### Wiring by layer

Drawn at 1 px/um.
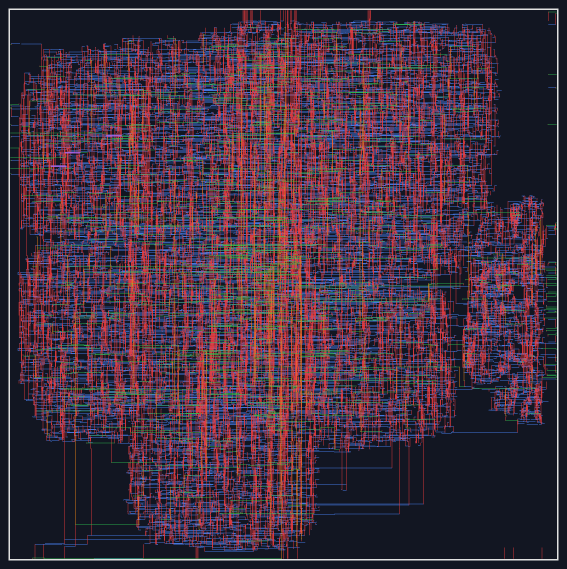
### Where the registers sit

Drawn at 1 px/um. Other sequential cells in the stronger grey, the rest of the logic in the fainter grey.
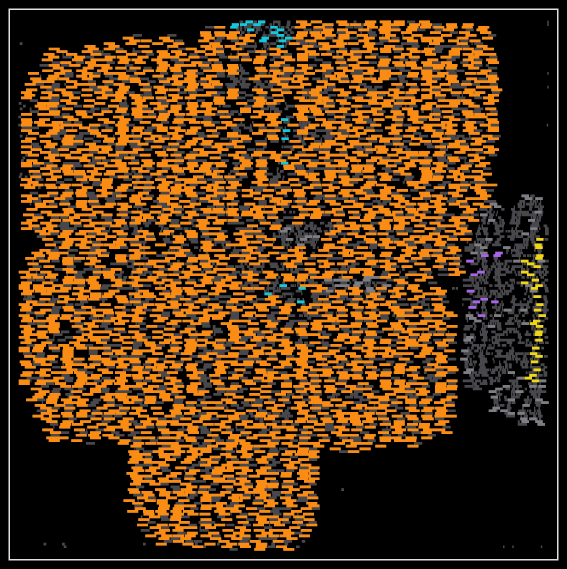
`src/rtl/dram2videoaxis_pkg.sv`:
```
// rtl/dram2videoaxis_pkg.sv - shared constants, FSM state type and field helpers for dram2videoaxis
package dram2videoaxis_pkg;

  localparam int BURST_LEN     = 64;
  localparam int FIFO_DEPTH    = 128;
  localparam int CTRL_LEN_MSB  = 39;
  localparam int CTRL_LEN_LSB  = 32;
  localparam int CTRL_ADDR_MSB = 31;
  localparam int CTRL_ADDR_LSB = 0;

  typedef enum logic [1:0] {
    ST_IDLE,
    ST_REQ,
    ST_WAIT,
    ST_DONE
  } state_t;

  function automatic logic [39:0] pack_ctrl(input logic [7:0] len, input logic [31:0] addr);
    logic [39:0] c;
    c = '0;
    c[CTRL_LEN_MSB:CTRL_LEN_LSB]   = len;
    c[CTRL_ADDR_MSB:CTRL_ADDR_LSB] = addr;
    return c;
  endfunction

  // Memory word byte order is {R, B, G, x}; the video stream wants {R, G, B}.
  function automatic logic [23:0] unpack_pixel(input logic [31:0] w);
    return {w[31:24], w[15:8], w[23:16]};
  endfunction

endpackage

```
`src/rtl/dram2videoaxis_if.sv`:
```
// rtl/dram2videoaxis_if.sv - DRAM read request/data and video stream signals of dram2videoaxis
interface dram2videoaxis_if;

  logic [39:0] ctrl_out;
  logic        ctrl_we;
  logic        ctrl_ready;
  logic [31:0] data_in;
  logic        data_valid;
  logic [23:0] m_axis_tdata;
  logic        m_axis_tvalid;
  logic        m_axis_tready;
  logic        m_axis_tuser;
  logic        m_axis_tlast;

  modport master (
    output ctrl_out, ctrl_we, m_axis_tdata, m_axis_tvalid, m_axis_tuser, m_axis_tlast,
    input  ctrl_ready, data_in, data_valid, m_axis_tready
  );

  modport slave (
    input  ctrl_out, ctrl_we, m_axis_tdata, m_axis_tvalid, m_axis_tuser, m_axis_tlast,
    output ctrl_ready, data_in, data_valid, m_axis_tready
  );

endinterface

```
`src/rtl/sync_fifo_w32d128.sv`:
```
// rtl/sync_fifo_w32d128.sv - 32-bit x 128 synchronous FIFO with registered head word and occupancy count
module sync_fifo_w32d128
  import dram2videoaxis_pkg::*;
(
  input  logic        vid_clk,
  input  logic        rst,
  input  logic        wr_en,
  input  logic [31:0] wr_data,
  input  logic        rd_en,
  output logic [31:0] rd_data,
  output logic        rd_valid,
  output logic [7:0]  count,
  output logic        overflow
);

  localparam int AW = $clog2(FIFO_DEPTH);

  logic [31:0]   mem [FIFO_DEPTH];
  logic [AW-1:0] wr_ptr, rd_ptr;
  logic [7:0]    mem_count;
  logic          full, wr_ok, pop, load, from_mem, bypass, mem_wr;

  // The head register counts as one stored word, so the array never holds more than 127.
  assign count    = mem_count + {7'd0, rd_valid};
  assign full     = (count == 8'(FIFO_DEPTH));
  assign overflow = wr_en && full;
  assign wr_ok    = wr_en && !full;
  assign pop      = rd_en && rd_valid;
  assign load     = !rd_valid || pop;
  assign from_mem = load && (mem_count != 8'd0);
  assign bypass   = load && (mem_count == 8'd0) && wr_ok;
  assign mem_wr   = wr_ok && !bypass;

  always_ff @(posedge vid_clk) begin
    if (mem_wr) mem[wr_ptr] <= wr_data;
  end

  always_ff @(posedge vid_clk) begin
    if (rst) begin
      wr_ptr    <= '0;
      rd_ptr    <= '0;
      mem_count <= '0;
      rd_valid  <= 1'b0;
      rd_data   <= '0;
    end else begin
      if (mem_wr) wr_ptr <= wr_ptr + 1'b1;
      if (from_mem) begin
        rd_data <= mem[rd_ptr];
        rd_ptr  <= rd_ptr + 1'b1;
      end else if (bypass) begin
        rd_data <= wr_data;
      end
      if (load) rd_valid <= from_mem || bypass;
      mem_count <= mem_count + {7'd0, mem_wr} - {7'd0, from_mem};
    end
  end

endmodule

```
`src/rtl/dram2videoaxis.sv`:
```
// rtl/dram2videoaxis.sv - issues line-bounded DRAM burst reads for a frame and streams the pixels as video
module dram2videoaxis
  import dram2videoaxis_pkg::*;
#(
  parameter int          WIDTH     = 1600,
  parameter int          HEIGHT    = 1200,
  parameter logic [31:0] BASE_ADDR = 32'h0
)(
  input  logic             vid_clk,
  input  logic             rst,
  dram2videoaxis_if.master bus,
  input  logic             play_sig,
  output logic             play_rtn,
  output logic             err_ovf
);

  localparam logic [7:0] FIRST_LEN = (WIDTH >= BURST_LEN) ? 8'(BURST_LEN) : 8'(WIDTH);

  state_t      state;
  logic [11:0] req_x, req_y, out_x, out_y;
  logic [8:0]  outstanding;
  logic [11:0] remain, next_x;
  logic [7:0]  cur_len;
  logic [31:0] pix_off, cur_addr;
  logic [31:0] head;
  logic [7:0]  fifo_count;
  logic        head_valid, fifo_ovf;
  logic        accept, line_end, last_req, px_fire, frame_end, room;

  assign remain    = 12'(WIDTH) - req_x;
  assign cur_len   = (remain >= 12'(BURST_LEN)) ? 8'(BURST_LEN) : remain[7:0];
  assign pix_off   = 32'(req_y) * 32'(WIDTH) + 32'(req_x);
  assign cur_addr  = BASE_ADDR + (pix_off << 2);
  assign next_x    = req_x + 12'(cur_len);
  assign line_end  = (next_x == 12'(WIDTH));
  assign last_req  = line_end && (req_y == 12'(HEIGHT - 1));
  assign accept    = bus.ctrl_we && bus.ctrl_ready;
  assign px_fire   = head_valid && bus.m_axis_tready;
  assign frame_end = px_fire && (out_x == 12'(WIDTH - 1)) && (out_y == 12'(HEIGHT - 1));
  // Only ask for another burst when everything already owed still fits beside it.
  assign room      = ({2'b00, fifo_count} + {1'b0, outstanding}) <= 10'(FIFO_DEPTH - BURST_LEN);

  sync_fifo_w32d128 u_fifo (
    .vid_clk  (vid_clk),
    .rst      (rst),
    .wr_en    (bus.data_valid),
    .wr_data  (bus.data_in),
    .rd_en    (px_fire),
    .rd_data  (head),
    .rd_valid (head_valid),
    .count    (fifo_count),
    .overflow (fifo_ovf)
  );

  assign bus.m_axis_tvalid = head_valid;
  assign bus.m_axis_tdata  = unpack_pixel(head);
  assign bus.m_axis_tuser  = head_valid && (out_x == 12'd0) && (out_y == 12'd0);
  assign bus.m_axis_tlast  = head_valid && (out_x == 12'(WIDTH - 1));

  always_ff @(posedge vid_clk) begin
    if (rst) begin
      state       <= ST_IDLE;
      bus.ctrl_we <= 1'b0;
      bus.ctrl_out <= '0;
      req_x       <= '0;
      req_y       <= '0;
      play_rtn    <= 1'b0;
    end else begin
      if (frame_end) play_rtn <= play_sig;
      case (state)
        ST_IDLE: begin
          req_x <= '0;
          req_y <= '0;
          if (play_rtn) begin
            state        <= ST_REQ;
            bus.ctrl_we  <= 1'b1;
            bus.ctrl_out <= pack_ctrl(FIRST_LEN, BASE_ADDR);
          end else begin
            play_rtn <= play_sig;
          end
        end
        ST_REQ: begin
          if (accept) begin
            bus.ctrl_we <= 1'b0;
            if (line_end) begin
              req_x <= '0;
              req_y <= req_y + 12'd1;
            end else begin
              req_x <= next_x;
            end
            state <= last_req ? ST_DONE : ST_WAIT;
          end
        end
        ST_WAIT: begin
          if (room) begin
            state        <= ST_REQ;
            bus.ctrl_we  <= 1'b1;
            bus.ctrl_out <= pack_ctrl(cur_len, cur_addr);
          end
        end
        ST_DONE: begin
          if (frame_end) state <= ST_IDLE;
        end
        default: state <= ST_IDLE;
      endcase
    end
  end

  always_ff @(posedge vid_clk) begin
    if (rst) begin
      outstanding <= '0;
      out_x       <= '0;
      out_y       <= '0;
      err_ovf     <= 1'b0;
    end else begin
      outstanding <= outstanding
                   + (accept ? {1'b0, bus.ctrl_out[CTRL_LEN_MSB:CTRL_LEN_LSB]} : 9'd0)
                   - {8'd0, bus.data_valid};
      if (fifo_ovf) err_ovf <= 1'b1;
      if (px_fire) begin
        if (out_x == 12'(WIDTH - 1)) begin
          out_x <= '0;
          out_y <= (out_y == 12'(HEIGHT - 1)) ? 12'd0 : out_y + 12'd1;
        end else begin
          out_x <= out_x + 12'd1;
        end
      end
    end
  end

endmodule

```
`src/flat_wrapper.sv`:
```
// flat-port wrapper written by rule: the top's interface ports become plain ports
module dram2videoaxis_flat import dram2videoaxis_pkg::*;
#(
  parameter int          WIDTH     = 1600,
  parameter int          HEIGHT    = 1200,
  parameter logic [31:0] BASE_ADDR = 32'h0
)
  (vid_clk, rst, play_sig, play_rtn, err_ovf, bus_ctrl_out, bus_ctrl_we, bus_m_axis_tdata, bus_m_axis_tvalid, bus_m_axis_tuser, bus_m_axis_tlast, bus_ctrl_ready, bus_data_in, bus_data_valid, bus_m_axis_tready);
  dram2videoaxis_if bus_i ();
  input  logic vid_clk;
  input  logic rst;
  input  logic play_sig;
  output logic play_rtn;
  output logic err_ovf;
  output wire logic [$bits(bus_i.ctrl_out)-1:0] bus_ctrl_out;
  output wire logic [$bits(bus_i.ctrl_we)-1:0] bus_ctrl_we;
  output wire logic [$bits(bus_i.m_axis_tdata)-1:0] bus_m_axis_tdata;
  output wire logic [$bits(bus_i.m_axis_tvalid)-1:0] bus_m_axis_tvalid;
  output wire logic [$bits(bus_i.m_axis_tuser)-1:0] bus_m_axis_tuser;
  output wire logic [$bits(bus_i.m_axis_tlast)-1:0] bus_m_axis_tlast;
  input wire logic [$bits(bus_i.ctrl_ready)-1:0] bus_ctrl_ready;
  input wire logic [$bits(bus_i.data_in)-1:0] bus_data_in;
  input wire logic [$bits(bus_i.data_valid)-1:0] bus_data_valid;
  input wire logic [$bits(bus_i.m_axis_tready)-1:0] bus_m_axis_tready;
  assign bus_ctrl_out = bus_i.ctrl_out;
  assign bus_ctrl_we = bus_i.ctrl_we;
  assign bus_m_axis_tdata = bus_i.m_axis_tdata;
  assign bus_m_axis_tvalid = bus_i.m_axis_tvalid;
  assign bus_m_axis_tuser = bus_i.m_axis_tuser;
  assign bus_m_axis_tlast = bus_i.m_axis_tlast;
  assign bus_i.ctrl_ready = bus_ctrl_ready;
  assign bus_i.data_in = bus_data_in;
  assign bus_i.data_valid = bus_data_valid;
  assign bus_i.m_axis_tready = bus_m_axis_tready;
  dram2videoaxis #(.WIDTH(WIDTH), .HEIGHT(HEIGHT), .BASE_ADDR(BASE_ADDR)) u_core (.vid_clk(vid_clk), .rst(rst), .bus(bus_i), .play_sig(play_sig), .play_rtn(play_rtn), .err_ovf(err_ovf));
endmodule
```
`config.mk`:
```
export PLATFORM = sky130hd
export DESIGN_NAME = dram2videoaxis_flat
export DESIGN_NICKNAME = d
export VERILOG_FILES = /design/src/rtl/dram2videoaxis_pkg.sv /design/src/rtl/dram2videoaxis_if.sv /design/src/rtl/sync_fifo_w32d128.sv /design/src/rtl/dram2videoaxis.sv /design/src/flat_wrapper.sv
export SDC_FILE = /design/constraint.sdc
export NUM_CORES = 2
export LEC_CHECK = 0
export CORE_AREA = 8 8 539 541
export DETAILED_ROUTE_END_ITERATION = 8
export DIE_AREA = 0 0 547 549
export SLEW_MARGIN = 20
export SYNTH_ARGS = -nofsm -noshare
export SYNTH_HDL_FRONTEND = slang
export SYNTH_SLANG_ARGS = --single-unit
```
`constraint.sdc`:
```
create_clock -name vid_clk -period 11.8 [get_ports vid_clk]
set_input_delay 2.95 -clock vid_clk [delete_from_list [all_inputs] [get_ports vid_clk]]
set_output_delay 2.95 -clock vid_clk [all_outputs]
set_load 0.05 [all_outputs]
```
==> flow_summary.ini <==
; physical design summary
[critical_path]
cp.arrival_ps = 7810
path_max_fanout = 14
worstPathRequired_ps = 12370
rr_endpoint = u_core.req_y[11]
worst-r2r-cell-count = 17
crit_type = input port to register
cp-endpoint = u_core.u_fifo.mem[73][14]
r2r_start = u_core.req_x[0]
end_kind = register
critPathLaunchType = input port
crit_start = bus_m_axis_tready
ff2ff_setup_slack_ps = 5980

[timing]
tightest_slew_ps = 1130
min_period_ps = 7240
slew-limit-headroom = 0.250
setup_viol_count_final = 0
setup_slack_ps = 4560
setup_tns_ps = 0
clock_skew_ps = 40.0
slew_violations = 0
rsz0062_at_grt = false
whs_ps = 447
finalClockPeriodUsage = 0.613
max_clock_freq_mhz = 138
hold_viol = 0

[synth]
netlist_area_um2 = 126000
synth.most_common_cell = edfxtp_1
synthesis.instances = 5702
mux_area_frac = 0.182
synth.cellmix.adderShare = 0.0120
ys_warn_count = 0
synth_stat.cells = 5702
yosys-stat-area_um2 = 126000
ys_types = 72
syn_avg_cell_area_um2 = 22.2
synthDominantCellAreaShare = 0.730
flop_cell = edfxtp_1
ys_sh_simple = 0.0214
numSynthFlops = 3220
compound_area_frac = 0.0133
synth-edff-count = 3072
top_area_cell = edfxtp_1
top_logic_kind = multiplexers
ys_top_cells_by_area = edfxtp_1 (73%), mux4_2 (18%), dfxtp_1 (2.3%), ha_1 (1.0%), nor2_1 (0.83%)
ys_async_sr_fraction = 0
ys_sh_xor = 0.00561
yosys-top-cells-count = edfxtp_1 (3,072), mux4_2 (1,008), nor2_1 (279), clkbuf_1 (220), dfxtp_1 (148)
ys_seq_frac = 0.753

[clock_tree]
insertion_delay_ps = 900
hold_buffers = 0
htree_levels = 5
clk_pin_slew_ps = 60
post_cts_buffers = 0
cts_tree = yes
cts_buffers = 339
clk_path_buf_depth = 4
root_buffer = clkbuf_16
cts.sinks = 3220
post_cts_resized = 0

[placed_design]
dp.cells = 9359
portBuffers = 91
placed_area_um2 = 133000
hpwl_um = 174000
routabilityCongestion = 0.779
dp_slack_ps = 3640

[die]
rows = 195
fp-utilization = 0.449
die_h_um = 549
chipArea_um2 = 300000
core_um2 = 281000
ios = 108
die_w_um = 547

[min_path]
min_path_cells = 2
whs_endpoint = u_core.bus.ctrl_out[11]
worstHoldStart = u_core.bus.ctrl_out[11]
min_path_type = register to register

[global_route]
antenna_found_initial = 24
use_met2 = 0.317
grtUsageMet1 = 0.289
grt_max_degree = 135
grt_overflow = 0
first_global_vias = 59500
grt_first_pass_wirelength_um = 435000
top_usage_layer = met2
grtUsageMet3 = 0.0293

[routing]
drtIter0Drc = 6385
drt-pass1-iter-count = 5
detail-route-antenna-nets = 0
drc = 0
via_per_inst = 5.89

[power]
ir_drop_mv = 0.193
power.switching_fraction = 0.273
total_power_mw = 29.7
powerDensity_nw_per_um2 = 207
p_seq_frac = 0.431
p_sw_mw = 8.12
internal-power_mw = 21.6
total_leakage_power_nw = 43.6
p_clk_frac = 0.349
combPwrFrac = 0.220

[final_layout]
final_nets = 6111
drive_gt1_frac = 0.285
layout.cells.most_common = edfxtp_1
layout_top_cells = edfxtp_1 (3,072), mux4_2 (1,008), clkbuf_16 (345)
fillers = 22000
area_delta_synth_final_pct = 13.5
final_cell_area_um2 = 143000
stdcell_count = 9978

[run]
cap_violations = 0
tool_warnings = 58

[outcome]
status = completed
-- 'Wiring by layer' (at the start) --
[met3] green | wire length: 19,800 um
[met4] orange | wire length: 8,090 um
[met1] blue | wire length: 129 mm
[met5] purple | wire length: 41.4 um
[met2] red | wire length: 145 mm
GRT Total Usage: 0.198
via count: 58.8k
WL/cell: 30.3 um
wirelength, routed: 302,000 um

-- 'Where the registers sit' (at the start) --
[u_core.u_fifo.mem] orange | flops: 3,072 | where: widely spread
[u_core.bus.ctrl_out] yellow | flops: 32 | where: right middle
[u_core.u_fifo.rd_data] cyan | flops: 24
[u_core.req_x] purple | flops: 12 | where: right middle
not coloured: 80
P_seq: 12.8 mW
Final Util: 0.510

-- power by group through the flow --
stage / clock [mW] / combinational, mW / sequential [mW]
after global routing: 11.0 / 6.90 / 12.8
after CTS: 10.6 / 6.65 / 12.8
final: 10.4 / 6.53 / 12.8
after detailed placement: 0 / 6.63 / 13.0
after floorplan: 0 / 4.27 / 13.0
after global placement: 0 / 6.59 / 13.0
-- registers in the layout, indices dropped and copies added, names as in the netlist, named ones only --
name	cells
u_core.req_y	12
u_core.req_x	12
u_core.u_fifo.wr_ptr	7
u_core.u_fifo.mem	3072
u_core.out_y	12
u_core.bus.ctrl_we	1
u_core.u_fifo.rd_valid	1
u_core.u_fifo.mem_count	8
u_core.state	2
u_core.play_rtn	1
u_core.u_fifo.rd_data	24
u_core.err_ovf	1
u_core.outstanding	9
u_core.bus.ctrl_out	32
u_core.out_x	12
u_core.u_fifo.rd_ptr	7
-- layout make-up --
class | count | area, um2 | share of cell area
Clock inverter | 190 | 1830 | 0.0127
Timing Repair Buffer | 206 | 1890 | 0.0131
Sequential cell | 3220 | 95200 | 0.664
Inverter | 100 | 375 | 0.00262
Antenna cell | 8 | 20.0 | 0.000140
Tap cell | 3743 | 4680 | 0.0327
Clock buffer | 420 | 8950 | 0.0624
Multi-Input combinational cell | 2091 | 30400 | 0.212
-- metal layers --
metal | vias to the layer above | share of wire
met5 | - | 0.00014
met4 | 6 | 0.027
met3 | 401 | 0.066
met2 | 2027 | 0.48
met1 | 31800 | 0.43
li1 | 24500 | -
-- critical path, cell delays in order --
cell and delay, ps:
clkdlybuf4s50_1 570, nor2b_1 570, nor3_1 150, nor2_1 680
inv_1 300, nor2_1 340, nand3b_1 600, buf_4 520
nor2_2 700, buf_4 380
Power figures rest on the tool's default switching activity, not on a simulated workload.
